Run 1, wires at chosen ports, followed through buffers:
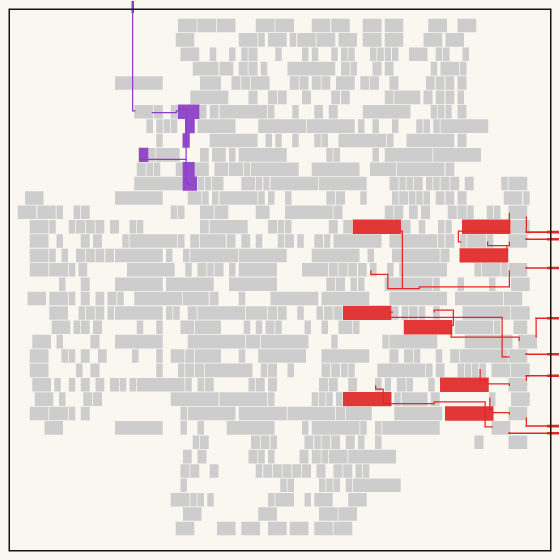
Run 1, register map, names as in the netlist:
Other sequential cells in the stronger gray, the rest of the logic in the fainter gray.
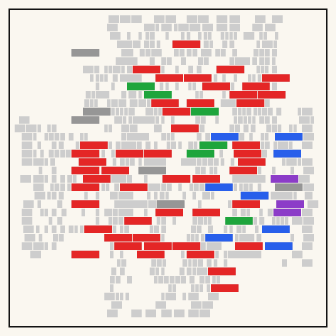
Run 1, sequential cells colored by instance or generate block:
Bar = 20 µm. Other sequential cells in the stronger gray, the rest of the logic in the fainter gray.
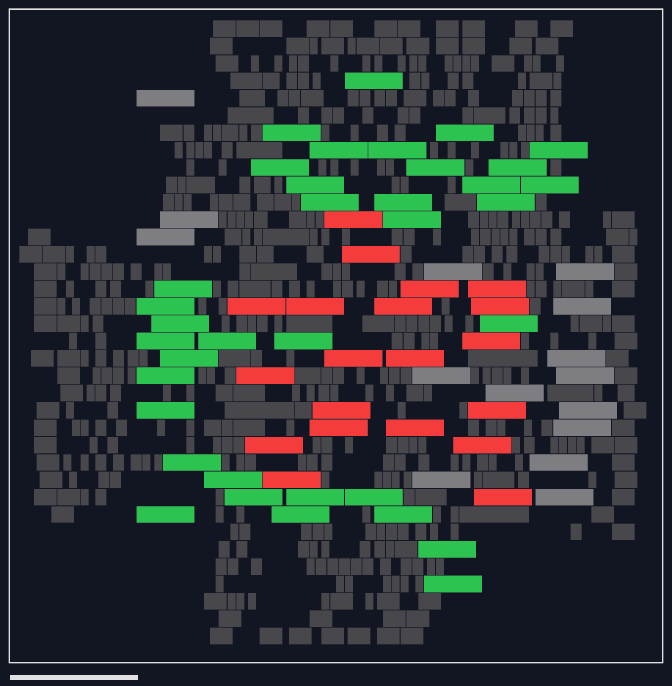
==> src/rtl/mux_tree_pipe.sv <==
// Pipelined CH:1 multiplexer tree with one register stage per tree level.
// Valid, full select and a global hold travel with the data; optional auto-scan select.
module mux_tree_pipe #(
  parameter int WIDTH = 8,
  parameter int CH    = 8,
  localparam int SW   = $clog2(CH)
) (
  input  logic              clk,
  input  logic              rst_n,
  input  logic [CH*WIDTH-1:0] x,
  input  logic [SW-1:0]     c,
  input  logic              in_valid,
  input  logic              scan_en,
  input  logic              hold,
  output logic [WIDTH-1:0]  y,
  output logic              y_valid,
  output logic [SW-1:0]     y_ch
);

  logic [SW-1:0] scan_cnt;
  logic [SW-1:0] sel;

  assign sel = scan_en ? scan_cnt : c;

  // NOTE: sequential state uses non-blocking assignments and a full async clear so every
  // flop settles to a known value the instant rst_n falls.
  always_ff @(posedge clk or negedge rst_n) begin
    if (!rst_n) begin
      scan_cnt <= '0;
    end else if (!hold) begin
      if (!scan_en)      scan_cnt <= '0;
      else if (in_valid) scan_cnt <= scan_cnt + 1'b1;
    end
  end

  // Stage k halves the lane count using bit k-1 of the select captured with its operands.
  for (genvar k = 1; k <= SW; k++) begin : g_stage
    localparam int LANES = CH >> k;

    logic [2*LANES*WIDTH-1:0] src;
    logic [SW-1:0]            src_sel;
    logic                     src_vld;
    logic [LANES*WIDTH-1:0]   nxt;
    logic [LANES*WIDTH-1:0]   data;
    logic [SW-1:0]            sel_q;
    logic                     vld;

    if (k == 1) begin : g_head
      assign src     = x;
      assign src_sel = sel;
      assign src_vld = in_valid;
    end else begin : g_body
      assign src     = g_stage[k-1].data;
      assign src_sel = g_stage[k-1].sel_q;
      assign src_vld = g_stage[k-1].vld;
    end

    // NOTE: combinational outputs get a default before the loop so no latch is inferred.
    always_comb begin
      nxt = '0;
      for (int j = 0; j < LANES; j++) begin
        nxt[j*WIDTH +: WIDTH] = src_sel[k-1] ? src[(2*j+1)*WIDTH +: WIDTH]
                                             : src[(2*j)*WIDTH +: WIDTH];
      end
    end

    // Data and select load only with a valid item, so bubbles keep the last payload.
    always_ff @(posedge clk or negedge rst_n) begin
      if (!rst_n) begin
        data  <= '0;
        sel_q <= '0;
        vld   <= 1'b0;
      end else if (!hold) begin
        vld <= src_vld;
        if (src_vld) begin
          data  <= nxt;
          sel_q <= src_sel;
        end
      end
    end
  end

  assign y       = g_stage[SW].data;
  assign y_valid = g_stage[SW].vld;
  assign y_ch    = g_stage[SW].sel_q;

endmodule

==> config.mk <==
export PLATFORM = sky130hd
export DESIGN_NAME = mux_tree_pipe
export DESIGN_NICKNAME = d
export VERILOG_FILES = /design/src/rtl/mux_tree_pipe.sv
export SDC_FILE = /design/constraint.sdc
export NUM_CORES = 1
export LEC_CHECK = 0
export ABC_AREA = 1
export CAP_MARGIN = 10
export CELL_PAD_IN_SITES_DETAIL_PLACEMENT = 0
export CELL_PAD_IN_SITES_GLOBAL_PLACEMENT = 1
export CORE_UTILIZATION = 36
export DETAILED_ROUTE_END_ITERATION = 10
export PLACE_DENSITY = 0.91
export SLEW_MARGIN = 20
export SYNTH_ARGS = -nofsm -noshare
export SYNTH_HDL_FRONTEND = slang
export SYNTH_SLANG_ARGS = --single-unit
==> constraint.sdc <==
create_clock -name clk -period 1.9 [get_ports clk]
set_input_delay 0.38 -clock clk [delete_from_list [all_inputs] [get_ports clk]]
set_output_delay 0.38 -clock clk [all_outputs]
set_load 0.01 [all_outputs]
==> flow_summary_export.csv, run 1 <==
group,metric,value,unit
cts,clkTransAtPathRegs,80,ps
pwr,ir_drop,0.463,mV
cts,insertion_delay,350,ps
cts,cts_resized,0,
detailed_routing,drt_first_pass_iters,4,
yosys,synthArstFlopShare,100,%
cts,clock_sinks,71,
yosys,simple_gate_area_share,29.1,%
grt,grt_use_total,18.2,%
finish,nNonClkInverters,79,
die,num_tap_cells,133,
yosys,synth_top_cell_by_area,"dfrtp_1",
detailed_routing,drtAntennaViolNets,0,
sta,fin_skew,7.07,ps
place,dpl.cell_count,688,
sta,setup_violations,0,
finish,final-seq-area,1780,µm²
sta,fin_ws,238,ps
setup_path,r2r-start,"g_stage[1].sel_q[1]",
run_status,status,"completed",
finish,nClkBuffers,11,
setup_path,crit_path_max_incr_delay,550,ps
yosys,yosys.area_share.adder,0.346,%
die,floorplan.rows,36,
finish,n_all_buffers,103,
sta,max_clock_freq,0.602,GHz
yosys,top_cells_by_count,"nand2_1 (110), nand3_1 (99), inv_1 (74)",
setup_path,slowest_stage,"clkdlybuf4s50_1",
setup_path,path_buffers,1,
grt,grt_max_degree,35,
sta,slew_viol_final,0,
finish,comb_share,27.9,%
cts,cts_root_buf,"clkbuf_8",
min_path,hp-start,"y_ch[0]",
yosys,ys_cells,481,
yosys,syn_inst,481,
detailed_routing,wl_met3,508,µm
finish,comb_cells,303,
detailed_routing,route.detailed.drc,0,
setup_path,rrSetupSlack,620,ps
die,die_w,102,µm
pwr,pg_comb,1080,µW
pwr,powerDensity,936,nW/µm²
setup_path,path_max_fanout,2,
cts,clockBufferDepth,2,
setup_path,rr_worst_depth,3,
setup_path,end_kind,"output pin",
pwr,p_clk_share,32.2,%
finish,layout.cells.most_common,"nand2_1",
flow_run,cap_violations,0,
yosys,ys_area,3620,µm²
min_path,hold_depth,2,
finish,diodes,0,
yosys,ys_seq_share,49.1,%
detailed_routing,routed-via-count,3397,
finish,ff_count,71,
sta,finalCritPeriodShare,87.5,%
Notes on 'wires at chosen ports, followed through buffers' above:
Key: red = y [bits 8, direction output, edge east, end cells 8, buffers 8, wire 207 µm]; purple = scan_en [bits 1, direction input, edge north, end cells 8, buffers 1, wire 51.2 µm]
Port-buffer cells: 83
# IOs: 84

Notes on 'register map, names as in the netlist' above:
Key: blue = y [placed flops 8]; purple = y_ch [placed flops 3]; green = g_stage.sel_q [placed flops 6]; red = g_stage.data [placed flops 48]
sequential logic power: 2030 µW
Seq area share: 36.2%

Notes on 'sequential cells colored by instance or generate block' above:
Key: green = g_stage[1] [placed flops 36]; red = g_stage[2] [placed flops 20]
Finished Core Util: 50.2%
chip area: 10400 µm²
final cell count without fillers: 705

run 1: worst max-delay path by stage:
stage	endpoint	slack (ps)	cells after the start
2_1_floorplan	g_stage[1].data[0]	770	6
3_3_place_gp	g_stage[1].data[12]	160	7
3_5_place_dp	g_stage[1].data[7]	90	7
4_1_cts	y[7]	240	1
5_1_grt	y[3]	210	1
6_report	y[6]	240	1
run 1: registers in the layout, summed over array words and instances, names as in the netlist:
| register | count |
|---|---|
| scan_cnt | 3 |
| y | 8 |
| y_ch | 3 |
| g_stage.sel_q | 6 |
| y_valid | 1 |
| g_stage.data | 48 |
| g_stage.vld | 2 |
run 1: through the flow:
stage | power (µW) | area [µm²]
after global routing | 4840 | 4910
after global placement | 3100 | 4650
after floorplan | 2580 | 3620
after detailed placement | 3140 | 4650
final | 4590 | 4910
after CTS | 4620 | 4910
--- run 2 (diff from run 1) ---
--- a/config.mk
+++ b/config.mk
@@ -11,6 +11,7 @@
 export CELL_PAD_IN_SITES_GLOBAL_PLACEMENT = 1
 export CORE_UTILIZATION = 36
 export DETAILED_ROUTE_END_ITERATION = 10
+export GPL_ROUTABILITY_DRIVEN = 0
 export PLACE_DENSITY = 0.91
 export SLEW_MARGIN = 20
 export SYNTH_ARGS = -nofsm -noshare
Run 2, register map, names as in the netlist:
Other sequential cells in the stronger gray, the rest of the logic in the fainter gray.
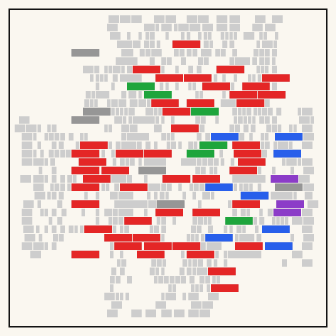
Key: red = g_stage.data [placed flops 48]; purple = y_ch [placed flops 3]; green = g_stage.sel_q [placed flops 6]; blue = y [placed flops 8]
Another 6 sequential cells are not colored.
FF+latch area: 1780 µm²

==> run 2 against run 1 <==
  * Hold slack did not move
  * Critical path type unchanged
  * First-iteration DRC count did not move
  * Cell area did not move
  * Worst setup slack did not move
  * Synthesized cell count did not move
  * Routed wire length did not move
  * Combinational power barely moved
  * Global-route usage did not move
==> flow_summary_export.csv, run 2 <==
group,metric,value,unit
setup_path,slowest_stage,"clkdlybuf4s50_1",
cts,clockBufferDepth,2,
finish,largest_reg_flops,48,
finish,final_core_util,50.2,%
min_path,hp-start,"y_ch[0]",
cts,cts_root_buf,"clkbuf_8",
yosys,top_cells_by_count,"nand2_1 (110), nand3_1 (99), inv_1 (74)",
die,dieArea,10400,µm²
place,portBuffers,83,
sta,max_clock_freq,0.602,GHz
yosys,ys_cells,481,
detailed_routing,drt_first_pass_iters,4,
setup_path,cp_num_cells,1,
setup_path,rr_worst_depth,3,
yosys,yosysWarningCount,0,
setup_path,r2r-start,"g_stage[1].sel_q[1]",
die,floorplan.rows,36,
setup_path,cp_data_arrival_time,1280,ps
cts,cts_resized,0,
finish,layout.cells.most_common,"nand2_1",
sta,slew_viol_final,0,
yosys,simple_gate_area_share,29.1,%
setup_path,path_max_fanout,2,
flow_run,cap_violations,0,
die,io_pins,84,
pwr,ir_drop,0.463,mV
setup_path,crit_path_max_incr_delay,550,ps
detailed_routing,route.detailed.drc,0,
grt,grt_use_total,18.2,%
sta,setup_violations,0,
setup_path,path_buffers,1,
die,die_w,102,µm
finish,diodes,0,
detailed_routing,routed-via-count,3397,
cts,clkTransAtPathRegs,80,ps
grt,grt_max_degree,35,
sta,finalCritPeriodShare,87.5,%
sta,fin_skew,7.07,ps
place,dpl_cell_area,4650,µm²
run_status,status,"completed",
yosys,yosys.area_share.adder,0.346,%
sta,fin_ws,238,ps
yosys,syn_inst,481,
min_path,hold_depth,2,
yosys,ys_area,3620,µm²
setup_path,end_kind,"output pin",
pwr,powerDensity,936,nW/µm²
yosys,synthArstFlopShare,100,%
[run 2: path summary, 6_finish.rpt]
kind / to / slack, ps
max: y[6] / 240
min: y_ch[0] / 480
max reg2reg: g_stage[2].data[14] / 620
min reg2reg: y_ch[0] / 480
max in group asynchronous: scan_cnt[2] / 740
min in group asynchronous: y[0] / 530
[run 2: layout make-up]
cell class,instances,area (µm²),share of cell area [%]
well taps,133,166,3.39
clock inverters,5,105,2.14
multi-input cells,303,1370,27.9
repair buffers,103,1050,21.5
clock buffers,11,141,2.88
flip-flops and latches,71,1780,36.2
inverters,79,297,6.04
[run 2: report_power, final]
group	internal, µW	switching, µW
Clock	908	572
Sequential	1830	196
Combinational	544	539
Run 2, wires at chosen ports, followed through buffers:
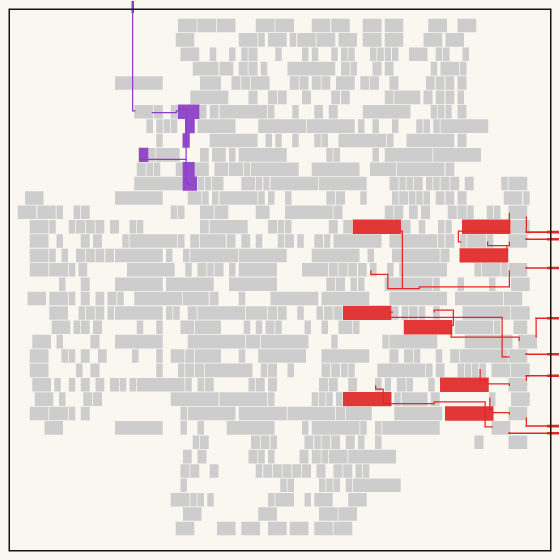

--- run 3 (diff from run 2) ---
--- a/config.mk
+++ b/config.mk
@@ -13,6 +13,7 @@
 export DETAILED_ROUTE_END_ITERATION = 10
 export GPL_ROUTABILITY_DRIVEN = 0
 export PLACE_DENSITY = 0.91
+export REMOVE_ABC_BUFFERS = 1
 export SLEW_MARGIN = 20
 export SYNTH_ARGS = -nofsm -noshare
 export SYNTH_HDL_FRONTEND = slang
Run 3, wires at chosen ports, followed through buffers:
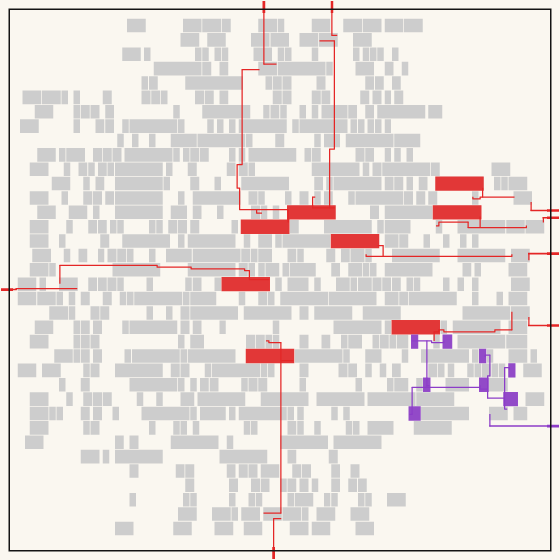
Key: red = y [bits 8, direction output, edge 4 east, 2 north, 1 south, 1 west, end cells 8, buffers 8, wire 309 µm]; purple = scan_en [bits 1, direction input, edge east, end cells 8, buffers 1, wire 72.1 µm]

==> run 3 against run 2 <==
  * Clock-buffer cell count is 1 lower
  * Non-clock buffer count is 3 lower
  * Sequential share of layout area is 0.70 points higher
  * Core utilization is 0.95 points lower
  * Fmax is 1.3% lower
  * Sequential cell count stayed put
  * Largest power group unchanged
==> flow_summary_export.csv, run 3 <==
group,metric,value,unit
run_status,status,"completed",
finish,layout.cells.most_common,"nand2_1",
setup_path,crit_path_max_incr_delay,560,ps
finish,logic_area,1370,µm²
setup_path,critical_path_class,"flop to output pin",
finish,ff_count,71,
cts,cts_resized,0,
finish,comb_cells,303,
cts,clockBufferDepth,2,
sta,slew_viol_final,0,
die,dieArea,10400,µm²
setup_path,path_buffers,1,
finish,nNonClkInverters,79,
flow_run,cap_violations,0,
yosys,ys_cells,481,
finish,stdcell_area,4810,µm²
sta,fin_skew,14.9,ps
finish,final_core_util,49.3,%
detailed_routing,routed_wl,8740,µm
finish,buffer_area_share,20.9,%
pwr,ir_drop,0.331,mV
die,num_tap_cells,133,
yosys,synthAoiAreaFrac,8.37,%
setup_path,path_max_fanout,2,
sta,worst_pin_slew,534,ps
sta,rsz0062_at_grt,"no",
place,portBuffers,83,
yosys,top_cells_by_count,"nand2_1 (110), nand3_1 (99), inv_1 (74)",
finish,layout_top_cells,"nand2_1 (110), nand3_1 (99), clkdlybuf4s50_1 (82), inv_1 (74), dfrtp_1 (71)",
min_path,hp-start,"y_valid",
sta,finalCritPeriodShare,88.6,%
place,dpl.hpwl,6070,µm
detailed_routing,drtAntennaViolNets,0,
grt,use_met1,22.7,%
detailed_routing,route.detailed.drc,0,
finish,nClkBuffers,10,
setup_path,end_kind,"output pin",
cts,clkTransAtPathRegs,70,ps
place,dpl_cell_area,4610,µm²
setup_path,slowest_stage,"clkdlybuf4s50_1",
setup_path,cp_data_arrival_time,1300,ps
yosys,simple_gate_area_share,29.1,%
flow_run,warnings,25,
detailed_routing,drt_first_pass_iters,4,
die,die_w,102,µm
setup_path,critPathTopFamily,"buffers and inverters",
finish,dominant_cells,"registers",
yosys,ys_area,3620,µm²
detailed_routing,vias_per_cell,4.75,
finish,largest_reg_flops,48,
yosys,yosys.area_share.adder,0.346,%
die,io_pins,84,
die,floorplan.rows,36,
sta,max_clock_freq,0.594,GHz
yosys,yosysWarningCount,0,
grt,antenna_found_initial,0,
sta,setup_violations,0,
cts,cts_root_buf,"clkbuf_8",
finish,clock_area_share,4.13,%
finish,comb_share,28.4,%
detailed_routing,routed-via-count,3332,
yosys,synthArstFlopShare,100,%
yosys,syn_inst,481,
pwr,powerDensity,897,nW/µm²
finish,n_all_buffers,100,
finish,diodes,0,
cts,clock_sinks,71,
finish,finalNonFillerCells,702,
finish,sh_seq_area,36.9,%
grt,grt_use_total,18.1,%
cts,cts_made_buffers,9,
grt,grt_use_met3,4.17,%
setup_path,worstPathRequired,1520,ps
detailed_routing,first_iter_violations,173,
detailed_routing,wl_met3,467,µm
detailed_routing,wl_met1,4040,µm
sta,fin_ws,216,ps
grt,grt_pass1_vias,3121,
finish,final-seq-area,1780,µm²
setup_path,r2r-start,"g_stage[2].sel_q[2]",
cts,cts_setup_buffers,0,
grt,grt_max_degree,35,
==> run 3: cell types whose count changed in the layout (fill, tap and decap cells not counted), sizes merged <==
| cell | change |
|---|---|
| buf | -3 |
| clkinv | +3 |
| bufinv | -2 |
| clkbuf | -1 |
==> run 3: worst paths after layout <==
| path | endpoint | slack, ps | cells past startpoint |
|---|---|---|---|
| max | y[7] | 220 | 1 |
| min | y_valid | 480 | 2 |
| max reg2reg | y[5] | 500 | 3 |
| min reg2reg | y_valid | 480 | 2 |
| max in group asynchronous | scan_cnt[0] | 760 | 3 |
| min in group asynchronous | g_stage[1].sel_q[1] | 500 | 2 |
==> run 3: power by group <==
part / switching [µW] / internal, µW / leakage, µW
clock network: 597 / 612 / 0.0000927
registers: 196 / 1830 / 0.000889
logic: 543 / 537 / 0.00149
No activity file was given, so power comes from the tool's default toggle rates.
